## config.mk

```make
export PLATFORM = sky130hd
export DESIGN_NAME = prog_flash_bitstream_flat
export DESIGN_NICKNAME = d
export VERILOG_FILES = /design/src/rtl/prog_flash_bitstream_if.sv /design/src/rtl/prog_flash_bitstream.sv /design/src/flat_wrapper.sv
export SDC_FILE = /design/constraint.sdc
export NUM_CORES = 1
export LEC_CHECK = 0
export CORE_MARGIN = 2
export CORE_UTILIZATION = 53
export DETAILED_ROUTE_END_ITERATION = 7
export PLACE_DENSITY = 0.92
export SYNTH_ARGS = -nofsm -noshare
export SYNTH_HDL_FRONTEND = slang
export SYNTH_SLANG_ARGS = --single-unit
```

## constraint.sdc

```tcl
create_clock -name clk -period 3.95 [get_ports clk]
set_input_delay 0.79 -clock clk [delete_from_list [all_inputs] [get_ports clk]]
set_output_delay 0.79 -clock clk [all_outputs]
set_load 0.05 [all_outputs]
```

## src/rtl/prog_flash_bitstream_if.sv

```systemverilog
// Command/WBUF handshake between a flash sequencer and spi_flash_intf.
// master: store_flash_command, wbuf_address, flash_command,
//         flash_wr_nBits, flash_rd_nBits, send_write_command (out);
//         end_write_command, status_byte (in). slave is the mirror.
interface prog_flash_bitstream_if;
   logic        store_flash_command;
   logic [6:0]  wbuf_address;
   logic [31:0] flash_command;
   logic [11:0] flash_wr_nBits;
   logic [11:0] flash_rd_nBits;
   logic        send_write_command;
   logic        end_write_command;
   logic [7:0]  status_byte;

   modport master (
      output store_flash_command,
      output wbuf_address,
      output flash_command,
      output flash_wr_nBits,
      output flash_rd_nBits,
      output send_write_command,
      input  end_write_command,
      input  status_byte
   );

   modport slave (
      input  store_flash_command,
      input  wbuf_address,
      input  flash_command,
      input  flash_wr_nBits,
      input  flash_rd_nBits,
      input  send_write_command,
      output end_write_command,
      output status_byte
   );
endinterface

```

## src/rtl/prog_flash_bitstream.sv

```systemverilog
// Writes a channel-FPGA bitstream (sync or async image) into SPI flash,
// one 256-byte page at a time, through the spi_flash_intf WBUF.
// Ports: clk, reset (sync, active-high); async_mode, prog_flash_start,
// n_pages (run setup); data_in/data_valid/data_ready (word stream);
// flash (command/WBUF handshake, master side); flash_in_progress,
// prog_flash_done, prog_flash_error, pages_written, state (status).
// Optional: define PROG_FLASH_TIMEOUT_EN to bound WIP polling by
// POLL_LIMIT RDSRs; on expiry the run is abandoned with EAR restored.
module prog_flash_bitstream #(
   parameter logic [23:0] SYNC_BASE  = 24'h00_0000,
   parameter logic [23:0] ASYNC_BASE = 24'h2E_0000,
   parameter logic [19:0] POLL_LIMIT = 20'hFFFFF
) (
   input  logic        clk,
   input  logic        reset,
   input  logic        async_mode,
   input  logic        prog_flash_start,
   input  logic [15:0] n_pages,
   input  logic [31:0] data_in,
   input  logic        data_valid,
   output logic        data_ready,
   output logic        flash_in_progress,
   output logic        prog_flash_done,
   output logic        prog_flash_error,
   output logic [15:0] pages_written,
   output logic [4:0]  state,
   prog_flash_bitstream_if.master flash
);

   typedef enum logic [4:0] {
      S_IDLE     = 5'd0,
      S_WREN     = 5'd1,
      S_EAR1     = 5'd2,
      S_PAGE     = 5'd3,
      S_E_WREN   = 5'd4,
      S_E_SE     = 5'd5,
      S_E_POLL   = 5'd6,
      S_FILL     = 5'd7,
      S_P_WREN   = 5'd8,
      S_P_PP     = 5'd9,
      S_P_POLL   = 5'd10,
      S_END_WREN = 5'd11,
      S_EAR0     = 5'd12,
      S_DONE     = 5'd13
   } st_t;

   st_t         st;
   logic        start_q;
   logic        phase;
   logic [23:0] base_q;
   logic [15:0] n_pages_q;
   logic [15:0] page_idx;
   logic [5:0]  word_idx;
   logic [23:0] addr;
   logic [23:0] start_base;
   logic [24:0] end_addr;
   logic        over;
   logic        wip;
   logic [31:0] cmd_word;
   logic [11:0] cmd_wr;
   logic [11:0] cmd_rd;
`ifdef PROG_FLASH_TIMEOUT_EN
   logic [19:0] poll_cnt;
`endif

   assign state      = st;
   assign wip        = flash.status_byte[0];
   assign addr       = base_q + {page_idx, 8'h00};
   assign start_base = async_mode ? ASYNC_BASE : SYNC_BASE;
   assign end_addr   = {1'b0, start_base} + {1'b0, n_pages, 8'h00};
   assign over       = end_addr > 25'h100_0000;

   always_comb begin
      cmd_word = 32'h0600_0000;
      cmd_wr   = 12'd7;
      cmd_rd   = 12'd0;
      case (st)
         S_EAR1: begin
            cmd_word = 32'hC501_0000;
            cmd_wr   = 12'd15;
         end
         S_EAR0: begin
            cmd_word = 32'hC500_0000;
            cmd_wr   = 12'd15;
         end
         S_E_SE: begin
            cmd_word = {8'hD8, addr};
            cmd_wr   = 12'd31;
         end
         S_P_PP: begin
            cmd_word = {8'h02, addr};
            cmd_wr   = 12'd2079;
         end
         S_E_POLL, S_P_POLL: begin
            cmd_word = 32'h0500_0000;
            cmd_rd   = 12'd7;
         end
         default: ;
      endcase
   end

   always_ff @(posedge clk) begin
      if (reset) begin
         st                        <= S_IDLE;
         start_q                   <= 1'b0;
         phase                     <= 1'b0;
         base_q                    <= '0;
         n_pages_q                 <= '0;
         page_idx                  <= '0;
         word_idx                  <= '0;
         data_ready                <= 1'b0;
         flash_in_progress         <= 1'b0;
         prog_flash_done           <= 1'b0;
         prog_flash_error          <= 1'b0;
         pages_written             <= '0;
         flash.store_flash_command <= 1'b0;
         flash.wbuf_address        <= '0;
         flash.flash_command       <= '0;
         flash.flash_wr_nBits      <= '0;
         flash.flash_rd_nBits      <= '0;
         flash.send_write_command  <= 1'b0;
`ifdef PROG_FLASH_TIMEOUT_EN
         poll_cnt                  <= '0;
`endif
      end else begin
         start_q                   <= prog_flash_start;
         flash.store_flash_command <= 1'b0;
         case (st)
            S_IDLE: begin
               if (prog_flash_start && !start_q) begin
                  n_pages_q         <= n_pages;
                  base_q            <= start_base;
                  page_idx          <= '0;
                  word_idx          <= '0;
                  pages_written     <= '0;
                  phase             <= 1'b0;
                  flash_in_progress <= 1'b1;
                  prog_flash_error  <= over;
                  st                <= over ? S_END_WREN : S_WREN;
               end
            end
            S_PAGE: begin
               if (page_idx == n_pages_q) begin
                  st <= S_END_WREN;
               end else if (page_idx == 16'd0 || addr[15:0] == 16'd0) begin
                  st <= S_E_WREN;
               end else begin
                  st         <= S_FILL;
                  data_ready <= 1'b1;
                  word_idx   <= '0;
               end
            end
            S_FILL: begin
               if (data_valid) begin
                  flash.store_flash_command <= 1'b1;
                  flash.wbuf_address        <= {1'b0, word_idx} + 7'd1;
                  flash.flash_command       <= data_in;
                  word_idx                  <= word_idx + 6'd1;
                  if (word_idx == 6'd63) begin
                     data_ready <= 1'b0;
                     st         <= S_P_WREN;
                  end
               end
            end
            S_DONE: begin
               if (!prog_flash_start) begin
                  prog_flash_done <= 1'b0;
                  st              <= S_IDLE;
               end
            end
            default: begin
               if (!phase) begin
                  flash.store_flash_command <= 1'b1;
                  flash.wbuf_address        <= 7'd0;
                  flash.flash_command       <= cmd_word;
                  flash.flash_wr_nBits      <= cmd_wr;
                  flash.flash_rd_nBits      <= cmd_rd;
                  phase                     <= 1'b1;
               end else if (!flash.send_write_command) begin
                  flash.send_write_command <= 1'b1;
               end else if (flash.end_write_command) begin
                  flash.send_write_command <= 1'b0;
                  phase                    <= 1'b0;
                  case (st)
                     S_WREN:     st <= S_EAR1;
                     S_EAR1:     st <= S_PAGE;
                     S_E_WREN:   st <= S_E_SE;
                     S_P_WREN:   st <= S_P_PP;
                     S_END_WREN: st <= S_EAR0;
                     S_E_SE: begin
                        st <= S_E_POLL;
`ifdef PROG_FLASH_TIMEOUT_EN
                        poll_cnt <= '0;
`endif
                     end
                     S_P_PP: begin
                        st <= S_P_POLL;
`ifdef PROG_FLASH_TIMEOUT_EN
                        poll_cnt <= '0;
`endif
                     end
                     S_EAR0: begin
                        st                <= S_DONE;
                        prog_flash_done   <= 1'b1;
                        flash_in_progress <= 1'b0;
                     end
                     default: begin
                        if (!wip) begin
                           if (st == S_E_POLL) begin
                              st         <= S_FILL;
                              data_ready <= 1'b1;
                              word_idx   <= '0;
                           end else begin
                              pages_written <= pages_written + 16'd1;
                              page_idx      <= page_idx + 16'd1;
                              st            <= S_PAGE;
                           end
                        end
`ifdef PROG_FLASH_TIMEOUT_EN
                        else if (poll_cnt == POLL_LIMIT - 20'd1) begin
                           prog_flash_error <= 1'b1;
                           st               <= S_END_WREN;
                        end else begin
                           poll_cnt <= poll_cnt + 20'd1;
                        end
`endif
                     end
                  endcase
               end
            end
         endcase
      end
   end

endmodule

```

## src/flat_wrapper.sv

```systemverilog
// flat-port wrapper written by rule: the top's interface ports become plain ports
module prog_flash_bitstream_flat 
#(
   parameter logic [23:0] SYNC_BASE  = 24'h00_0000,
   parameter logic [23:0] ASYNC_BASE = 24'h2E_0000,
   parameter logic [19:0] POLL_LIMIT = 20'hFFFFF
)
  (clk, reset, async_mode, prog_flash_start, n_pages, data_in, data_valid, data_ready, flash_in_progress, prog_flash_done, prog_flash_error, pages_written, state, flash_store_flash_command, flash_wbuf_address, flash_flash_command, flash_flash_wr_nBits, flash_flash_rd_nBits, flash_send_write_command, flash_end_write_command, flash_status_byte);
  prog_flash_bitstream_if flash_i ();
  input  logic clk;
  input  logic reset;
  input  logic async_mode;
  input  logic prog_flash_start;
  input  logic [15:0] n_pages;
  input  logic [31:0] data_in;
  input  logic data_valid;
  output logic data_ready;
  output logic flash_in_progress;
  output logic prog_flash_done;
  output logic prog_flash_error;
  output logic [15:0] pages_written;
  output logic [4:0] state;
  output wire logic [$bits(flash_i.store_flash_command)-1:0] flash_store_flash_command;
  output wire logic [$bits(flash_i.wbuf_address)-1:0] flash_wbuf_address;
  output wire logic [$bits(flash_i.flash_command)-1:0] flash_flash_command;
  output wire logic [$bits(flash_i.flash_wr_nBits)-1:0] flash_flash_wr_nBits;
  output wire logic [$bits(flash_i.flash_rd_nBits)-1:0] flash_flash_rd_nBits;
  output wire logic [$bits(flash_i.send_write_command)-1:0] flash_send_write_command;
  input wire logic [$bits(flash_i.end_write_command)-1:0] flash_end_write_command;
  input wire logic [$bits(flash_i.status_byte)-1:0] flash_status_byte;
  assign flash_store_flash_command = flash_i.store_flash_command;
  assign flash_wbuf_address = flash_i.wbuf_address;
  assign flash_flash_command = flash_i.flash_command;
  assign flash_flash_wr_nBits = flash_i.flash_wr_nBits;
  assign flash_flash_rd_nBits = flash_i.flash_rd_nBits;
  assign flash_send_write_command = flash_i.send_write_command;
  assign flash_i.end_write_command = flash_end_write_command;
  assign flash_i.status_byte = flash_status_byte;
  prog_flash_bitstream #(.SYNC_BASE(SYNC_BASE), .ASYNC_BASE(ASYNC_BASE), .POLL_LIMIT(POLL_LIMIT)) u_core (.clk(clk), .reset(reset), .async_mode(async_mode), .prog_flash_start(prog_flash_start), .n_pages(n_pages), .data_in(data_in), .data_valid(data_valid), .data_ready(data_ready), .flash_in_progress(flash_in_progress), .prog_flash_done(prog_flash_done), .prog_flash_error(prog_flash_error), .pages_written(pages_written), .state(state), .flash(flash_i));
endmodule
```

Nets reached from selected ports:
Scale: 3 px per um.
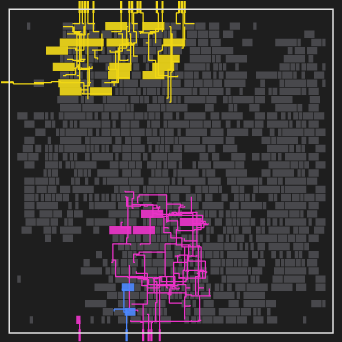
pages_written: shown in yellow, direction output, edge 15 top, 1 left, end cells 16, buffers 16, wire 531 um. flash_end_write_command: shown in blue, direction input, edge bottom, end cells 3, buffers 1, wire 24.1 um. state: shown in magenta, direction output, edge bottom, end cells 5, buffers 4, wire 708 um.
count of input and output buffers: 128
Boundary Pins: 152

Metal layers overlaid:
Scale: 6 px per um. Only two layers are drawn.
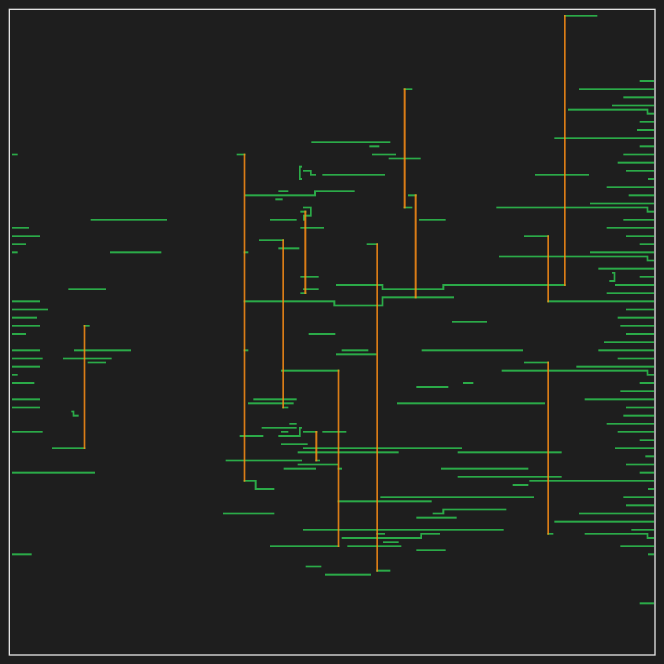
met3: shown in green, wire length 1170 um. met4: shown in orange, wire length 326 um.
via count: 5378
Post-Route WL: 14710 um
global-route total usage across every layer: 0.2559
routed length per placed instance: 15.73 um

==> qor_table.md <==
| Item | Reported | Unit |
|---|---|---|
| Outcome | finished clean | - |
| Max-slew headroom | 0.3316 | - |
| Classification of the worst setup path | input port to flop | - |
| Average cell area after synthesis | 8.138 | um2 |
| GR Util met3 | 0.04177 | - |
| Post-synthesis register bit count | 111 | - |
| Area fraction of clock buffers and clock inverters | 0.02446 | - |
| Setup repair after global routing missed its margin | no | - |
| Async S/R FF share, synth | 0 | - |
| Maximum Capacitance Violations | 0 | - |
| Number of multi-input combinational cells | 524 | - |
| Switching share of total power | 0.4693 | - |
| Synthesis area per yosys | 5664 | um2 |
| Most Used Layer, Global Route | met2 | - |
| Post-Place Cells | 919 | - |
| Number of buffers and inverters on the critical path | 2 | - |
| Synth-to-Final Area Change | 24.65 | % |
| Internal cell power | 2274 | uW |
| Number of setup buffers added after CTS | 0 | - |
| Net count of the finished layout | 870 | - |
| Number of H-tree levels | 3 | - |
| Register fraction of the total cell area | 0.3147 | - |
| Number of cells on the worst hold path | 2 | - |
| Logic share of the area | 0.4416 | - |
| Largest buffer count on any clock path | 2 | - |
| Count of cells along the worst register-to-register path | 7 | - |
| Mux share | 0.001767 | - |
| Number of vias per cell | 5.752 | - |
| Antenna violations before repair | 0 | - |
| Cell-by-cell trace of the critical path | clkdlybuf4s50_1 > ha_1 > inv_1 > fa_1 > nor4bb_1 > o2111ai_1 > nor4_1 > nor4b_1 > or3b_1 > a32o_1 | - |
| Die area | 11530 | um2 |
| Number of buffers inserted by hold repair at cts | 0 | - |
| Endpoint kind of the worst setup timing path | flop | - |
| CP top delay family | simple AND/OR/NAND/NOR gates | - |
| Primary flip-flop cell chosen by synthesis mapping | sky130_fd_sc_hd__dfxtp_1 | - |
| Core box area | 10370 | um2 |
| Post-detailed-route DRC marker count | 0 | - |
| AND/OR/NAND/NOR Cells, Area Fraction | 0.2591 | - |
| IR drop worst, VDD | 0.3322 | mV |
| Tally of yosys warning messages | 0 | - |
| Routed wl met2 | 7135 | um |
| Power density over the cells | 606.8 | nW/um2 |
| Clock tree skew after final layout | 12.06 | ps |
| Crit-path max cell delay | 610 | ps |
| Highest layer used for signal routing | met4 | - |
| Tap cell count | 136 | - |
| Global routing usage on met1 | 0.3180 | - |
| Nonclk inv count | 13 | - |
| Critical Path Start Type | input port | - |
| Arithmetic-cell share of the synthesized area counting full adders, half adders and majority gates | 0.03534 | - |
| Compound-Gate Fraction of Synth Area | 0.1562 | - |
| Power attributed to sequential cells | 1510 | uW |
| Area share of the leading cell type in the synthesized netlist | 0.3923 | - |
| Slowest cell on crit path | sky130_fd_sc_hd__clkdlybuf4s50_1 | - |
| Number of violations reported at the end of detailed-routing iteration 0 | 493 | - |
| Share of power burned in the clock network | 0.145 | - |
| Highest achievable clock rate | 281.5 | MHz |
| Count of tool warnings | 34 | - |
| Total stage count of the critical path | 10 | - |
| Logic area | 3118 | um2 |
| Met1 wire length | 6074 | um |
| Period utilisation layout | 0.8994 | - |
| Pre-CTS worst setup slack | 146.5 | ps |
| Sequential cell area | 2222 | um2 |
| Aggregate negative setup slack | 0 | ps |
| Largest cells by area after synthesis | sky130_fd_sc_hd__dfxtp_1 39%, sky130_fd_sc_hd__nor2_1 6.1%, sky130_fd_sc_hd__nand2_1 5.6%, sky130_fd_sc_hd__xnor2_1 5.6%, sky130_fd_sc_hd__a21oi_1 5.1% | - |
| Cell leakage power | 0.002479 | uW |
| Top logic family | simple AND/OR/NAND/NOR gates | - |
| Power of the combinational group | 2160 | uW |
| Hold Fails Final Rpt | 0 | - |
| Overflow left after global routing | 0 | - |
| Clock Pin Slew Worst Setup and Hold Paths | 90 | ps |
| Commonest cells post-synth | 111 x sky130_fd_sc_hd__dfxtp_1, 92 x sky130_fd_sc_hd__nor2_1, 84 x sky130_fd_sc_hd__nand2_1, 58 x sky130_fd_sc_hd__a21oi_1, 36 x sky130_fd_sc_hd__xnor2_1 | - |
| Cell area after synthesis | 5664 | um2 |
| Max Transition Viols Final | 0 | - |
| Shortest period the worst path allows | 3553 | ps |
| Core Util, Final | 0.6809 | - |
| Detailed-placement wirelength estimate | 10890 | um |
| Non-clock buffer total of the final layout | 135 | - |
| Vias in the first global route | 5056 | - |
| Part of the Yosys area used for sequential elements | 0.3923 | - |
| Starting density of the core | 0.5462 | - |
| Total design power | 4285 | uW |
| Global Route met2 Usage | 0.4467 | - |
| Post-layout worst setup margin | 397.4 | ps |
| Transition time at the pin with the least slew margin | 1001 | ps |
Clock routing:
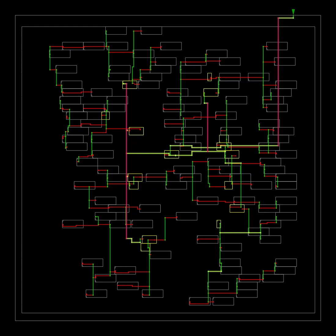
clock network power: 621 uW
TritonCTS Buffers: 9

A small window of the routed layout:
Window x 71 to 91, y 71 to 91 um. Cells in grey, sequential cells in the stronger grey; small squares are vias.
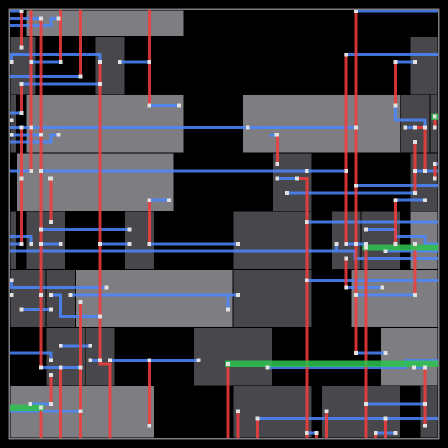
met3: shown in green. met1: shown in blue. met2: shown in red.
Sequential cells in the window: 6. Most frequent: nor2_1 (7), dfxtp_1 (6), clkdlybuf4s50_1 (5). 24 logic cells have their middle in the window. Netlist names of flops here include u_core.flash.flash_command (5), u_core.flash.store_flash_command (1).

[registers in the layout, indices dropped and copies added, names as in the netlist, 4 cells and up]
signal / flops
u_core.flash.flash_command: 32
u_core.n_pages_q: 16
u_core.page_idx: 16
u_core.pages_written: 16
u_core.flash.wbuf_address: 7
u_core.word_idx: 6
u_core.flash.flash_wr_nBits: 4
u_core.state: 4
[final timing paths]
kind	startpoint	to	slack [ps]
max reg2reg	u_core.state[1]	u_core.flash.flash_command[30]	920
max	async_mode	u_core.state[1]	400
min	u_core.flash.flash_command[6]	u_core.flash.flash_command[6]	460
min reg2reg	u_core.flash.flash_command[6]	u_core.flash.flash_command[6]	460
[kinds of logic after synthesis]
group,Yosys count
muxes,1
buffers and inverters,76
adders and majority gates,15
xor gates and xnor gates,56
and+or+nand+nor,302
other,1
DFF,111
AOI/OAI and AO/OA,134
Power is estimated from default activity; no workload was simulated.
